`config.mk`:
```
export PLATFORM = sky130hd
export DESIGN_NAME = mem_access_unit_flat
export DESIGN_NICKNAME = d
export VERILOG_FILES = /design/src/rtl/mem_access_unit_if.sv /design/src/rtl/mem_access_unit.sv /design/src/flat_wrapper.sv
export SDC_FILE = /design/constraint.sdc
export NUM_CORES = 1
export LEC_CHECK = 0
export CAP_MARGIN = 40
export CORE_AREA = 2 2 191 193
export CTS_CLUSTER_DIAMETER = 40
export DETAILED_ROUTE_END_ITERATION = 10
export DIE_AREA = 0 0 193 195
export PLACE_DENSITY = 0.78
export SYNTH_ARGS = -nofsm -noshare
export SYNTH_HDL_FRONTEND = slang
export SYNTH_SLANG_ARGS = --single-unit
```
`constraint.sdc`:
```
create_clock -name clk -period 2.95 [get_ports clk]
set_input_delay 0.59 -clock clk [delete_from_list [all_inputs] [get_ports clk]]
set_output_delay 0.59 -clock clk [all_outputs]
set_load 0.02 [all_outputs]
```
`src/rtl/mem_access_unit_if.sv`:
```
// Data-bus port bundle between mem_access_unit (master) and the memory system (slave).
// One request is held until a single-cycle ack; rdata is valid only with ack.
interface mem_access_unit_if;
  logic        req;
  logic        we;
  logic [63:0] addr;
  logic [63:0] wdata;
  logic [7:0]  wstrb;
  logic [63:0] rdata;
  logic        ack;

  modport master (output req, we, addr, wdata, wstrb, input rdata, ack);
  modport slave  (input req, we, addr, wdata, wstrb, output rdata, ack);
endinterface

```
`src/rtl/mem_access_unit.sv`:
```
// MEM-stage load/store engine: one bus transaction per load/store, stalls the pipe until ack or timeout.
// Optional macro MEM_MISALIGN_EXC_EN: misaligned accesses raise bus_err instead of being aligned down.
module mem_access_unit #(
  parameter logic [3:0]  LOAD_TYPE  = 4'h2,
  parameter logic [3:0]  STORE_TYPE = 4'h3,
  parameter int unsigned TIMEOUT    = 32'd255
) (
  input  logic                     clk,
  input  logic                     rst,
  input  logic [5:0]               in_rd_addr,
  input  logic                     in_rd_w_ena,
  input  logic [63:0]              in_wdata,
  input  logic [63:0]              in_mem_addr,
  input  logic [63:0]              in_mem_data,
  input  logic [3:0]               in_inst_type,
  input  logic [4:0]               in_exe_type,
  input  logic [5:0]               stall,
  mem_access_unit_if.master        dbus,
  output logic                     stallreq_mem,
  output logic [5:0]               wb_rd_addr,
  output logic                     wb_rd_w_ena,
  output logic [63:0]              wb_wdata,
  output logic                     bus_err
);

  localparam logic [1:0] IDLE   = 2'd0;
  localparam logic [1:0] WAIT   = 2'd1;
  localparam logic [1:0] DONE   = 2'd2;
  localparam logic       NOSTOP = 1'b0;

  function automatic logic [63:0] load_extend(input logic [63:0] lane, input logic [1:0] size,
                                              input logic uns);
    logic [63:0] res;
    case (size)
      2'd0:    res = {{56{~uns & lane[7]}},  lane[7:0]};
      2'd1:    res = {{48{~uns & lane[15]}}, lane[15:0]};
      2'd2:    res = {{32{~uns & lane[31]}}, lane[31:0]};
      default: res = lane;
    endcase
    return res;
  endfunction

  logic [1:0]  state;
  logic        dbus_req_q;
  logic        dbus_we_q;
  logic [63:0] dbus_addr_q;
  logic [63:0] dbus_wdata_q;
  logic [7:0]  dbus_wstrb_q;
  logic [31:0] cnt;
  logic [63:0] rdata_q;
  logic        bus_err_q;
  logic        err_q;

  logic        access;
  logic        is_load;
  logic        is_store;
  logic [1:0]  size;
  logic [2:0]  size_mask;
  logic [2:0]  off;
  logic [7:0]  base_strb;
  logic [63:0] store_lane;
  logic [7:0]  store_strb;
  logic [63:0] load_data;
  logic        trap;
  logic        timed_out;
  logic        unused_bits;

  assign is_load     = (in_inst_type == LOAD_TYPE);
  assign is_store    = (in_inst_type == STORE_TYPE);
  assign access      = is_load | is_store;
  assign size        = in_exe_type[1:0];
  assign unused_bits = ^{stall[5], stall[3:0], in_exe_type[4:3]};

  // Size decode: alignment mask and base strobe pattern
  always_comb begin
    size_mask = 3'b000;
    base_strb = 8'h01;
    case (size)
      2'd0:    begin size_mask = 3'b000; base_strb = 8'h01; end
      2'd1:    begin size_mask = 3'b001; base_strb = 8'h03; end
      2'd2:    begin size_mask = 3'b011; base_strb = 8'h0F; end
      default: begin size_mask = 3'b111; base_strb = 8'hFF; end
    endcase
  end

  // Offset is always aligned down; in the trapping build a misaligned access never uses it
  assign off        = in_mem_addr[2:0] & ~size_mask;
  assign store_lane = in_mem_data << {off, 3'b000};
  assign store_strb = base_strb << off;
  assign load_data  = load_extend(rdata_q >> {off, 3'b000}, size, in_exe_type[2]);

`ifdef MEM_MISALIGN_EXC_EN
  assign trap = |(in_mem_addr[2:0] & size_mask);
`else
  assign trap = 1'b0;
`endif

  assign timed_out = (TIMEOUT != 32'd0) && (cnt == 32'(TIMEOUT - 32'd1));

  // Transaction FSM, bus request registers and error pulse
  always_ff @(posedge clk or negedge rst) begin
    if (!rst) begin
      state        <= IDLE;
      dbus_req_q   <= 1'b0;
      dbus_we_q    <= 1'b0;
      dbus_addr_q  <= 64'd0;
      dbus_wdata_q <= 64'd0;
      dbus_wstrb_q <= 8'd0;
      cnt          <= 32'd0;
      rdata_q      <= 64'd0;
      bus_err_q    <= 1'b0;
      err_q        <= 1'b0;
    end else begin
      bus_err_q <= 1'b0;
      case (state)
        IDLE: begin
          if (access && trap) begin
            state     <= DONE;
            err_q     <= 1'b1;
            bus_err_q <= 1'b1;
          end else if (access) begin
            state        <= WAIT;
            dbus_req_q   <= 1'b1;
            dbus_we_q    <= is_store;
            dbus_addr_q  <= {in_mem_addr[63:3], 3'b000};
            dbus_wdata_q <= is_store ? store_lane : 64'd0;
            dbus_wstrb_q <= is_store ? store_strb : 8'd0;
            cnt          <= 32'd0;
            err_q        <= 1'b0;
          end else begin
            state <= IDLE;
          end
        end
        WAIT: begin
          cnt <= cnt + 32'd1;
          if (dbus.ack) begin
            rdata_q    <= dbus.rdata;
            dbus_req_q <= 1'b0;
            state      <= DONE;
          end else if (timed_out) begin
            dbus_req_q <= 1'b0;
            err_q      <= 1'b1;
            bus_err_q  <= 1'b1;
            state      <= DONE;
          end else begin
            state <= WAIT;
          end
        end
        DONE: begin
          if (stall[4] == NOSTOP) begin
            state <= IDLE;
            err_q <= 1'b0;
          end else begin
            state <= DONE;
          end
        end
        default: begin
          state      <= IDLE;
          dbus_req_q <= 1'b0;
          err_q      <= 1'b0;
        end
      endcase
    end
  end

  assign dbus.req   = dbus_req_q;
  assign dbus.we    = dbus_we_q;
  assign dbus.addr  = dbus_addr_q;
  assign dbus.wdata = dbus_wdata_q;
  assign dbus.wstrb = dbus_wstrb_q;
  assign bus_err    = bus_err_q;

  // Stall request and writeback fields; everything is forced to zero while in reset
  always_comb begin
    stallreq_mem = 1'b0;
    wb_rd_addr   = in_rd_addr;
    wb_rd_w_ena  = 1'b0;
    wb_wdata     = in_wdata;
    if (!rst) begin
      wb_rd_addr = 6'd0;
      wb_wdata   = 64'd0;
    end else begin
      case (state)
        IDLE: begin
          if (access) begin
            stallreq_mem = 1'b1;
          end else begin
            wb_rd_w_ena = in_rd_w_ena;
          end
        end
        WAIT: begin
          stallreq_mem = 1'b1;
        end
        DONE: begin
          if (err_q) begin
            wb_rd_w_ena = 1'b0;
          end else if (is_load) begin
            wb_rd_w_ena = in_rd_w_ena;
            wb_wdata    = load_data;
          end else begin
            wb_rd_w_ena = 1'b0;
          end
        end
        default: begin
          stallreq_mem = 1'b0;
        end
      endcase
    end
  end

endmodule

```
`src/flat_wrapper.sv`:
```
// flat-port wrapper written by rule: the top's interface ports become plain ports
module mem_access_unit_flat 
#(
  parameter logic [3:0]  LOAD_TYPE  = 4'h2,
  parameter logic [3:0]  STORE_TYPE = 4'h3,
  parameter int unsigned TIMEOUT    = 32'd255
)
  (clk, rst, in_rd_addr, in_rd_w_ena, in_wdata, in_mem_addr, in_mem_data, in_inst_type, in_exe_type, stall, stallreq_mem, wb_rd_addr, wb_rd_w_ena, wb_wdata, bus_err, dbus_req, dbus_we, dbus_addr, dbus_wdata, dbus_wstrb, dbus_rdata, dbus_ack);
  mem_access_unit_if dbus_i ();
  input  logic clk;
  input  logic rst;
  input  logic [5:0] in_rd_addr;
  input  logic in_rd_w_ena;
  input  logic [63:0] in_wdata;
  input  logic [63:0] in_mem_addr;
  input  logic [63:0] in_mem_data;
  input  logic [3:0] in_inst_type;
  input  logic [4:0] in_exe_type;
  input  logic [5:0] stall;
  output logic stallreq_mem;
  output logic [5:0] wb_rd_addr;
  output logic wb_rd_w_ena;
  output logic [63:0] wb_wdata;
  output logic bus_err;
  output wire logic [$bits(dbus_i.req)-1:0] dbus_req;
  output wire logic [$bits(dbus_i.we)-1:0] dbus_we;
  output wire logic [$bits(dbus_i.addr)-1:0] dbus_addr;
  output wire logic [$bits(dbus_i.wdata)-1:0] dbus_wdata;
  output wire logic [$bits(dbus_i.wstrb)-1:0] dbus_wstrb;
  input wire logic [$bits(dbus_i.rdata)-1:0] dbus_rdata;
  input wire logic [$bits(dbus_i.ack)-1:0] dbus_ack;
  assign dbus_req = dbus_i.req;
  assign dbus_we = dbus_i.we;
  assign dbus_addr = dbus_i.addr;
  assign dbus_wdata = dbus_i.wdata;
  assign dbus_wstrb = dbus_i.wstrb;
  assign dbus_i.rdata = dbus_rdata;
  assign dbus_i.ack = dbus_ack;
  mem_access_unit #(.LOAD_TYPE(LOAD_TYPE), .STORE_TYPE(STORE_TYPE), .TIMEOUT(TIMEOUT)) u_core (.clk(clk), .rst(rst), .in_rd_addr(in_rd_addr), .in_rd_w_ena(in_rd_w_ena), .in_wdata(in_wdata), .in_mem_addr(in_mem_addr), .in_mem_data(in_mem_data), .in_inst_type(in_inst_type), .in_exe_type(in_exe_type), .stall(stall), .dbus(dbus_i), .stallreq_mem(stallreq_mem), .wb_rd_addr(wb_rd_addr), .wb_rd_w_ena(wb_rd_w_ena), .wb_wdata(wb_wdata), .bus_err(bus_err));
endmodule
```
==> run_1/layers.png <==
(2 px per µm)
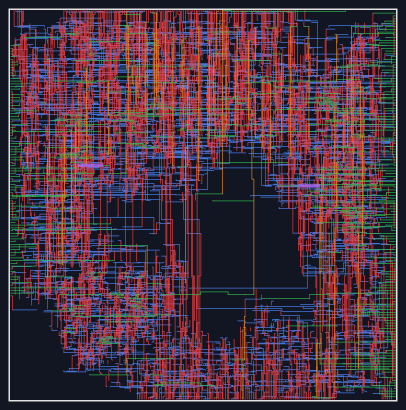
colour	layer	wire length
orange	M4	2910 µm
blue	M1	21.1 mm
red	M2	28.3 mm
green	M3	4590 µm
purple	M5	20.2 µm

==> run_1/gates.png <==
(2 px per µm)
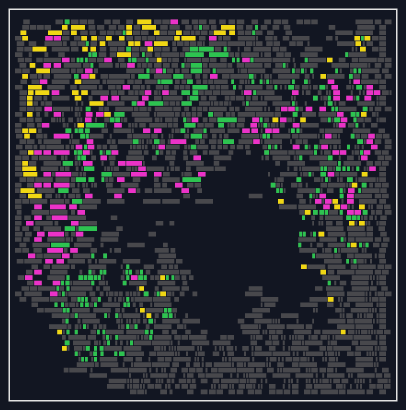
colour	family	cells
yellow	non-inverting ao/oa cells	88
magenta	mux cells	139
green	aoi and oai cells	267

==> CHANGELOG.md, run 1 <==
### Physical design

- Status: complete, but fails checks
- Failing checks: setup timing
- DIE AREA: 37600 µm²
- First-pass GRT wire length: 85700 µm
- Diode count: 5
- Final setup viols: 61
- Adder Area Share: 0.00189
- Fill cells: 2866
- FF+latch count: 235
- Post-synth ARST share: 1.00
- Critical Path Source Type: input pin
- Synth warn: 0
- Pre-Repair DR Iteration Count: 7
- Final routed DRC violation total: 0
- NetSw: 4.74 mW
- Reg2reg end: u_core.cnt[24]
- Non-clock buffers: 665
- Routed WL per cell: 22.3 µm
- Fmax: 312 MHz
- Register share of total power: 0.340
- XOR-XNOR Cells, Area Fraction: 0
- Clock power share: 0.334
- Finished Core Util: 0.619
- Hold Slack: 0.0884 ns
- Pwr/cell area: 647 nW/µm²
- Final hold vios: 0
- Pleak: 9.69 nW
- Max-cap violations: 0
- Most frequent logic cell in the layout: clkdlybuf4s50_1
- YS chip area: 13300 µm²
- Place WS: -1.09 ns
- ClkCell Share: 0.0621
- Seq/total area: 0.268
- Worst setup margin: -0.255 ns
- Worst Setup EP: wb_wdata[13]
- Post-cts repair resize count: 489
- IO buf count: 481
- Worst path max stage delay: 0.34 ns
- Logic area: 7460 µm²
- Area after DPL: 19400 µm²
- Placed insts: 2427
- Setup crit start: in_exe_type[0]
- Most instantiated logic cells after routing: clkdlybuf4s50_1, nand2_1, dfrtp_1
- Signal buf overhead: 0.300
- Flops out of synthesis: 235
- Max layer used: met5
- Worst Path Buf+Inv: 7
- Post-synth EDFFs: 0
- Combinational share of power: 0.327
- Worst EP arrival: 2.62 ns
- I/O pin total: 492
==> run_1/clock_nets.png <==
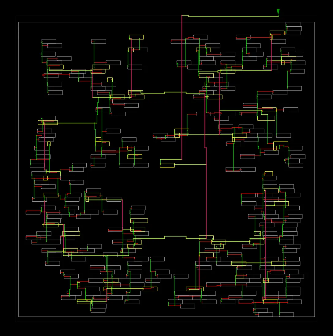
clock buf count: 45
Clock Sink Count: 235

## run 1: per-layer routing
metal  GRT usage  up-vias
met5           0        -
met4       0.148        4
met3      0.0611      176
met2       0.505      797
met1       0.347     7085
li1            -     6436
## run 1: registers in the layout, summed over array words and instances (netlist names)
register           flops
u_core.dbus.we         1
u_core.dbus.wstrb      8
u_core.err_q           1
u_core.dbus.addr      61
u_core.dbus.req        1
u_core.state           2
u_core.rdata_q        64
u_core.bus_err         1
u_core.dbus.wdata     64
u_core.cnt            32
## run 1: cells in the mapped netlist (9+ instances only)
| cell type | n | area [µm²] |
|---|---|---|
| nand4_1 | 17 | 106 |
| o21ai_0 | 118 | 591 |
| o211ai_1 | 11 | 82.6 |
| a211oi_1 | 17 | 128 |
| buf_2 | 18 | 90.1 |
| mux2_2 | 64 | 721 |
| or2_2 | 28 | 175 |
| nand2_1 | 387 | 1450 |
| mux2i_1 | 65 | 651 |
| a311oi_1 | 14 | 123 |
| o221a_2 | 18 | 203 |
| dfrtp_1 | 235 | 5880 |
| and3_1 | 19 | 119 |
| mux4_2 | 10 | 225 |
| buf_1 | 9 | 33.8 |
| nand3_1 | 40 | 200 |
| nor2_1 | 49 | 184 |
| clkbuf_1 | 75 | 282 |
| a21oi_1 | 47 | 235 |
| a22o_1 | 51 | 447 |
| o31ai_1 | 11 | 82.6 |
| nor3_1 | 9 | 45.0 |
| a31oi_1 | 19 | 119 |
| buf_6 | 10 | 113 |
## run 1: cell families (layout without fill, tap and decap cells)
group	Yosys count	in the layout
DFF	235	235
buffers and inverters	126	742
other	1	8
AOI/OAI and AO/OA	355	355
adders and majority gates	2	2
and+or+nand+nor	606	606
muxes	139	139
==> run_1/port_trees.png <==
(2 px per µm)
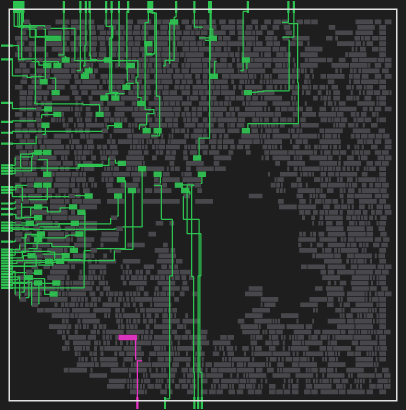

--- run 2 (diff from run 1) ---
--- a/config.mk
+++ b/config.mk
@@ -6,11 +6,14 @@
 export NUM_CORES = 1
 export LEC_CHECK = 0
 export CAP_MARGIN = 40
-export CORE_AREA = 2 2 191 193
+export CELL_PAD_IN_SITES_DETAIL_PLACEMENT = 1
+export CELL_PAD_IN_SITES_GLOBAL_PLACEMENT = 1
+export CORE_ASPECT_RATIO = 2
+export CORE_UTILIZATION = 33
 export CTS_CLUSTER_DIAMETER = 40
 export DETAILED_ROUTE_END_ITERATION = 10
-export DIE_AREA = 0 0 193 195
-export PLACE_DENSITY = 0.78
+export PLACE_DENSITY = 0.91
+export SLEW_MARGIN = 15
 export SYNTH_ARGS = -nofsm -noshare
 export SYNTH_HDL_FRONTEND = slang
 export SYNTH_SLANG_ARGS = --single-unit
==> run_2/port_trees.png <==
(2 px per µm)
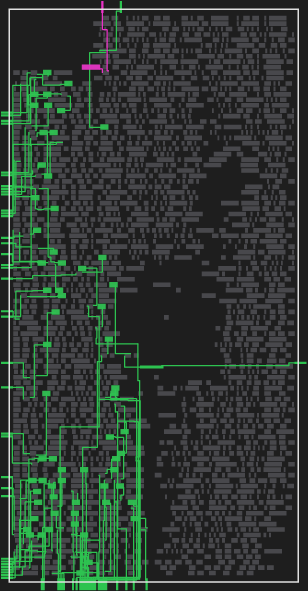
colour	port	bits	direction	edge	end cells	buffers	wire
green	`dbus_rdata`	64	input	36 left, 26 bottom, 1 top, 1 right	64	64	3830 µm
magenta	`bus_err`	1	output	top	1	1	36.7 µm
I/O pin total: 492
IO buf count: 481

==> run_2/gates.png <==
(1.5 px per µm)
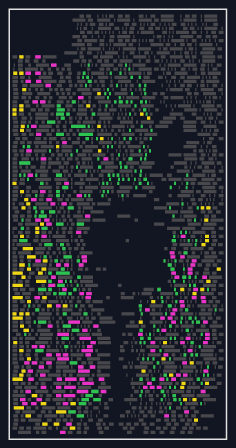
colour	family	cells
magenta	mux cells	139
yellow	non-inverting ao/oa cells	88
green	aoi and oai cells	267

==> CHANGELOG.md, run 2 <==
### Physical design

- Status: complete, but fails checks
- Failing checks: setup timing
- Comb group: 5.51 mW
- Post-synth EDFFs: 0
- Most frequent logic cell in the layout: clkdlybuf4s50_1
- Final routed DRC violation total: 0
- Area leader, netlist: dfrtp_1
- Seq group: 5.01 mW
- Clock Sink Count: 235
- Worst path slowest cell: dfrtp_1
- Vias in the first global route: 17062
- Adder Area Share: 0.00189
- # Cells Yosys: 1464
- Sequential fraction of the synthesis area: 0.443
- Htree depth: 1
- Top_reg_cell synth: dfrtp_1
- Total number of vias: 15916
- MUX share of area: 0.120
- Top power group: combinational logic
- Synth area leaders: dfrtp_1, nand2_1, mux2_2
- Combinational share of power: 0.381
- Avg Cell Area, Syn: 9.07 µm²
- Area leader share: 0.443
- Stage-log warning count: 38
- Wirelength, routed: 81900 µm
- Pre-Repair DR Iteration Count: 7
- YS chip area: 13300 µm²
- Root buffer cell: clkbuf_16
- Worst path max stage delay: 0.39 ns
- Final hold vios: 0
- Clk slew on worst S/H paths: 0.07 ns
- Initial Util: 0.335
- Crit path top cell by count: buf_6
- Place WS: -1.29 ns
- Finished Core Util: 0.562
- Placed insts: 2523
- Largest net degree at the start of global routing: 114
- Hold Slack: 0.123 ns
- Fill cells: 4340
- Setup TNS: -24.49 ns
- Remaining Overflow, GRT: 0
- Logic area: 7480 µm²
- Pwr/cell area: 650 nW/µm²
- Final setup viols: 64
- Fraction of final layout cells sized beyond drive strength 1: 0.277
- ANT nets after route: 0
- Total track usage: 0.366
- Crit path capture type: output port
- Slew Limit Fails: 0
- XOR-XNOR Cells, Area Fraction: 0
- Area after DPL: 19800 µm²
- Clk ins delay skew pair: 0.60 ns
- Worst setup margin: -0.545 ns
- P_clk: 3.93 mW
- Worst slew margin: 0.400
- Worst EP arrival: 2.90 ns
- Max-cap violations: 0
- P&R area growth vs syn: 67.6%
- Flops out of synthesis: 235
- Sequential Area: 5880 µm²
- Commonest cells in the synthesized netlist: nand2_1, dfrtp_1, o21ai_0
- Most instantiated logic cells after routing: clkdlybuf4s50_1, nand2_1, dfrtp_1
- Critical Path Source Type: flop
- Sw Share: 0.386
- Final nets: 2389
- Std-Cell Rows: 103
- Worst Path Required: 2.36 ns
- Pleak: 9.84 nW
- Yosys aoi share: 0.185
- NetSw: 5.58 mW
- GPL Wtd Cong: 1.04
- DIE WIDTH: 144 µm
- Worst VDD drop: 0.510 mV
- Unique cell types: 66
- Fmax: 286 MHz
- Post-synth ARST share: 1.00
- Routed WL per cell: 30.8 µm
- Post-synthesis cell area: 13300 µm²
- Non-Filler Instances: 2662
- Most frequent cell after synthesis: nand2_1
- Top fanout value on the critical path: 6
- Simple-gate share of the synthesized area: 0.205
- DIE AREA: 41100 µm²
- Register share of total power: 0.347
- First-pass GRT wire length: 108000 µm
- Cells after Synth: 1464
- Initial antenna violation count: 12
- Clock power share: 0.272
- CP Class: flop to output port
- Synth warn: 0
==> run_2/layers.png <==
(1.5 px per µm)
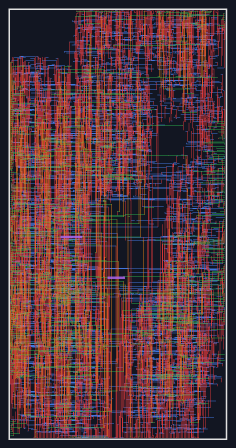
colour	layer	wire length
red	M2	41.1 mm
orange	M4	10200 µm
purple	M5	23.0 µm
green	M3	6680 µm
blue	M1	23.9 mm

run 2: cell types whose count changed in the layout (fill, tap and decap cells not counted), moves of 4 or more:
cell,change
o221a_2,+8
a311oi_2,+4
o221a_4,-8
buf_4,+65
clkbuf_16,-10
clkinvlp_4,+4
a21oi_1,-5
buf_6,-23
buf_12,+10
diode_2,+4
run 2: final cells by class:
class,count,area share
antenna,9,0.00101
clock buffer,38,0.0383
clock inverter,17,0.00872
inverter,9,0.00169
multi-input combinational,1108,0.336
sequential,235,0.265
tap,525,0.0295
timing repair buffer,721,0.320
run 2: worst max-delay path, delay by kind of cell (launching register included):
kind	cells	cell delay, ns
buffers and inverters	6	0.88
AOI/OAI and AO/OA	5	1.04
DFF	1	0.39
run 2: worst paths after layout:
path | start | to | slack, ns | cells after the start
min in group clk | u_core.dbus.wdata[63] | u_core.dbus.wdata[63] | 0.48 | 2
min | rst | u_core.rdata_q[59] | 0.12 | 3
min reg2reg | u_core.dbus.wdata[63] | u_core.dbus.wdata[63] | 0.48 | 2
max | u_core.rdata_q[47] | wb_wdata[63] | -0.54 | 11
max in group asynchronous | rst | u_core.dbus.wdata[62] | 1.59 | 4
max reg2reg | u_core.cnt[4] | u_core.cnt[26] | 0.53 | 6
run 2: timing repair:
action                     4_1_cts  5_1_grt
setup buffers                   31       43
gates cloned                     8        3
hold buffers                     0        0
setup endpoints to repair       69       66
gates resized                  447      123
pin swaps                       40       44
run 2: logic make-up after synthesis:
group           after synthesis
other cells                   1
fa+ha+maj                     2
simple gates                606
compound gates              355
flops                       235
buf+inv                     126
mux                         139
run 2: routing by layer:
metal / track usage / up-vias / part of all wire
met5: 0 / - / 0.00028
met4: 0.343 / 4 / 0.12
met3: 0.0718 / 507 / 0.082
met2: 0.667 / 1124 / 0.50
met1: 0.331 / 7753 / 0.29
li1: - / 6528 / -
Power and IR drop assume default switching activity.
